Figure 1. Clock wiring as the flow saved it.
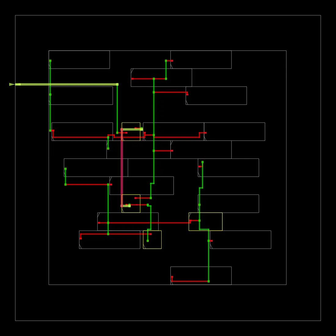
Figure 2. Gate-type map.
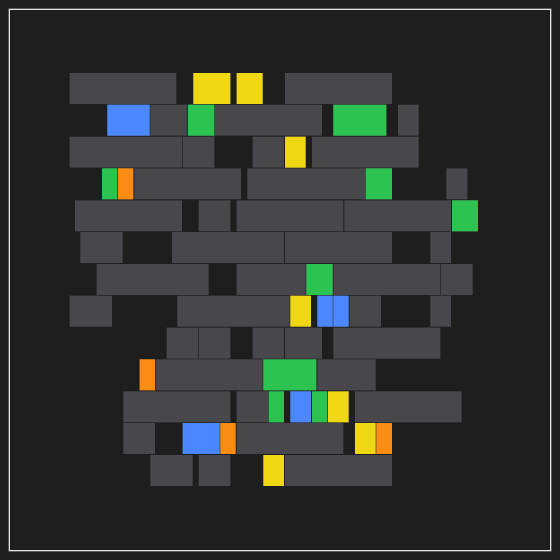
$ cat src/rtl/btn_pkg.sv
// Shared constants for the push-button front end: default debounce depth and
// the raw level a released button presents for a given polarity.
package btn_pkg;

  localparam int   DEFAULT_STABLE_CNT   = 16;
  localparam bit   DEFAULT_ACTIVE_LOW   = 1'b1;
  localparam logic DEFAULT_RELEASED_RAW = DEFAULT_ACTIVE_LOW ? 1'b1 : 1'b0;

  // Raw idle level; active-low buttons idle high.
  function automatic logic released_raw(input bit active_low);
    return active_low ? 1'b1 : 1'b0;
  endfunction

endpackage

$ cat src/rtl/debounce_chan.sv
// One button channel: two-flop synchroniser, polarity normalisation,
// consecutive-sample debounce and a registered one-cycle press pulse.
module debounce_chan
  import btn_pkg::*;
#(
  parameter int STABLE_CNT = DEFAULT_STABLE_CNT,
  parameter int ACTIVE_LOW = 1
) (
  input  logic clk,
  input  logic rst,
  input  logic raw,
  output logic lvl,
  output logic press
);

  localparam int            CW      = $clog2(STABLE_CNT);
  localparam logic          REL     = released_raw(ACTIVE_LOW != 0);
  localparam logic [CW-1:0] CNT_MAX = CW'(STABLE_CNT - 1);

  logic          sync1;
  logic          sync2;
  logic          norm;
  logic          stable;
  logic          stable_q;
  logic          press_q;
  logic [CW-1:0] cnt;

  always_ff @(posedge clk or posedge rst) begin
    if (rst) begin
      sync1 <= REL;
      sync2 <= REL;
    end else begin
      sync1 <= raw;
      sync2 <= sync1;
    end
  end

  assign norm = (ACTIVE_LOW != 0) ? ~sync2 : sync2;

  // Any sample matching the accepted level restarts the count; the counter
  // saturates at the accept point, so it never wraps.
  always_ff @(posedge clk or posedge rst) begin
    if (rst) begin
      stable <= 1'b0;
      cnt    <= '0;
    end else if (norm == stable) begin
      cnt <= '0;
    end else if (cnt == CNT_MAX) begin
      stable <= norm;
      cnt    <= '0;
    end else begin
      cnt <= cnt + CW'(1);
    end
  end

  always_ff @(posedge clk or posedge rst) begin
    if (rst) begin
      stable_q <= 1'b0;
      press_q  <= 1'b0;
    end else begin
      stable_q <= stable;
      press_q  <= stable & ~stable_q;
    end
  end

  assign lvl   = stable;
  assign press = press_q;

endmodule

$ cat src/rtl/button_conditioner.sv
// Conditions the run/hold push buttons into clean level and one-cycle press
// outputs; a simultaneous press is resolved in favour of hold.
module button_conditioner
  import btn_pkg::*;
#(
  parameter int STABLE_CNT = DEFAULT_STABLE_CNT,
  parameter int ACTIVE_LOW = 1
) (
  input  logic clk,
  input  logic rst,
  input  logic btn_run_raw,
  input  logic btn_hold_raw,
  output logic run,
  output logic hold,
  output logic run_lvl,
  output logic hold_lvl
);

  logic run_press;
  logic hold_press;

  debounce_chan #(
    .STABLE_CNT (STABLE_CNT),
    .ACTIVE_LOW (ACTIVE_LOW)
  ) u_run (
    .clk   (clk),
    .rst   (rst),
    .raw   (btn_run_raw),
    .lvl   (run_lvl),
    .press (run_press)
  );

  debounce_chan #(
    .STABLE_CNT (STABLE_CNT),
    .ACTIVE_LOW (ACTIVE_LOW)
  ) u_hold (
    .clk   (clk),
    .rst   (rst),
    .raw   (btn_hold_raw),
    .lvl   (hold_lvl),
    .press (hold_press)
  );

  // Hold wins a tie and the losing run press is dropped, not deferred.
  assign hold = hold_press;
  assign run  = run_press & ~hold_press;

endmodule

$ cat config.mk
export PLATFORM = sky130hd
export DESIGN_NAME = button_conditioner
export DESIGN_NICKNAME = d
export VERILOG_FILES = /design/src/rtl/btn_pkg.sv /design/src/rtl/debounce_chan.sv /design/src/rtl/button_conditioner.sv
export SDC_FILE = /design/constraint.sdc
export NUM_CORES = 1
export LEC_CHECK = 0
export CAP_MARGIN = 20
export CORE_MARGIN = 5
export CORE_UTILIZATION = 50
export DETAILED_ROUTE_END_ITERATION = 12
export PLACE_DENSITY = 0.73
export SETUP_SLACK_MARGIN = 0.3
export SLEW_MARGIN = 20
export SYNTH_ARGS = -nofsm -noshare
export SYNTH_HDL_FRONTEND = slang
export SYNTH_SLANG_ARGS = --single-unit
$ cat constraint.sdc
create_clock -name clk -period 1.3 [get_ports clk]
set_input_delay 0.13 -clock clk [delete_from_list [all_inputs] [get_ports clk]]
set_output_delay 0.13 -clock clk [all_outputs]
set_load 0.005 [all_outputs]
==> out/metrics.csv <==
metric;value;unit
place_inst;73;
worstPathMaxFanout;3;
seq_cell_count;18;
largestPowerGroup;sequential cells;
largestRegisters;u_hold.cnt (4), u_run.cnt (4);
fin_hold_ws;0.1558;ns
critical_path.startpoint_type;flip-flop;
switching_power;0.2351;mW
synth-seq-cells;18;
period_used_share;0.8214;
drt_iter0_drc;11;
cts_tree;built;
die_w;46.14;um
yosysUniqueCellTypes;17;
clk_share;0.04125;
status;complete, no violations;
dpl.hpwl;621.6;um
ctsHoldBuffers;0;
fp_util;0.5148;
routedWlPerCell;13.41;um
r2r_start;u_hold.cnt[0];
ant_nets;0;
intPower;0.8077;mW
reg2reg_to;u_hold.cnt[3];
tool_warnings;28;
fillers;94;
worstSetupStartpoint;u_hold.cnt[0];
vias;417;
antenna_cells;0;
rr_worst_depth;3;
seq_area;455.4;um^2
logic_family;simple AND/OR/NAND/NOR gates;
pwr-share-comb;0.090;
root_buffer;clkbuf_4;
seq_power;0.608;mW
syn_inst;50;
fin_nets;75;
grt_use_total;0.1130;
io_buffers;7;
irDropWorstVdd;846.9;uV
drive_above_1_share;0.3971;
fin_worst_skew;0.001737;ns
p_sw_frac;0.2255;
finalSetupViolations;0;
worst_pin_slew;0.2234;ns
htree_levels;1;
synth.avg_cell_area;13.06;um^2
cts_repair_resize_count;19;
maxSlewHeadroom;0.8510;
synthesis.area;653.1;um^2
tns;0;ns
ys_cells;50;
crit_path_end_kind;flip-flop;
cp.arrival;1.27;ns
grt_pass1_vias;392;
yosys_warnings;0;
fmax;936.5;MHz
r2r_setup_slack;0.23;ns
dr.pass1.iters;3;
hold_violations;0;
yosys_area;653.1;um^2
setup.worst_path.end;u_hold.cnt[3];
well_tap_count;15;
clkPwrFrac;0.327;
buffer_area_frac;0.1166;
p_seq_frac;0.584;
largest_class;sequential cells;
ioPinCount;8;
ys_seq_frac;0.6973;
insertion_delay;0.29;ns
post_cts_buffers;6;
via_per_inst;5.024;
cap_violations;0;
nNonClkBuffers;14;
syn_nets;56;
logic_gate_count;28;
grt_overflow;0;
num_rows;13;
rsz0062_at_grt;yes;
cp.required;1.50;ns
drc;0;
syn_to_final_growth;34.67;%
mux_share;0;
cts_sinks;18;
die_area;2129;um^2
antenna_found_initial;0;
p_total;1.043;mW
cts_buffer_depth;2;
Notes on Figure 1 above:
clock network power: 0.341 mW
Num CTS Buffers: 3

Notes on Figure 2 above:
NAND gates: marked blue, cells 5, most used nand2_1. inverters: marked orange, cells 4, most used inv_1. inverting AOI/OAI gates: marked yellow, cells 7, most used o21ai_0. NOR gates: marked green, cells 9.
most used logic cell in the final layout: dfrtp_1
fraction of area in multi-input gates: 0.2859
non-filler cells, final: 83

layer usage:
metal / part of all wire / wire length (um) / global-route usage
met1: 0.47 / 526 / 0.1579
met2: 0.48 / 529 / 0.1593
met3: 0.040 / 45 / 0.02344
met4: 0.0099 / 11 / 0.06818
met5: 0 / 0 / 0
synth_stat cells:
master,instances,area [um^2]
dfrtp_1,14,350.3
dfstp_2,4,105.1
inv_1,4,15.01
nor2_1,4,15.01
nor2b_1,3,18.77
o21ai_0,3,15.01
a21oi_1,2,10.01
ha_1,2,25.02
nand2_1,2,7.510
nand3_1,2,10.01
nor3b_1,2,15.01
xnor2_1,2,17.52
xor2_1,2,17.52
a21o_1,1,7.510
a311oi_1,1,8.760
a31oi_1,1,6.260
nand4b_1,1,8.760
per-stage QoR:
stage               setup slack [ns]    util  cell area (um^2)
global placement              0.2191  0.5927             752.0
CTS                           0.2532  0.6548             830.8
global route                  0.2006  0.6933             879.6
finish                        0.2322  0.6933             879.6
floorplan                     0.3027       -             655.6
detailed placement            0.2027  0.5927             752.0
cells in the final DEF, fill, tap and decap left out:
master,count
a21o_1,1
a21oi_1,2
a311oi_1,1
a31oi_1,1
buf_2,4
buf_4,7
clkbuf_4,3
clkbuf_8,1
clkdlybuf4s50_1,3
dfrtp_1,14
dfstp_2,4
ha_4,2
inv_1,4
nand2_1,2
nand3_1,1
nand3_2,1
nand4b_1,1
nor2_1,3
nor2_2,1
nor2b_1,3
nor3b_2,2
o21ai_0,3
xnor2_1,2
xor2_2,1
xor2_4,1
worst max-delay path, stage by stage (launching register included):
cell and delay (ns):
dfrtp_1 0.43, ha_4 0.19, a21o_1 0.16, a311oi_1 0.20
Power figures rest on the tool's default switching activity, not on a simulated workload.
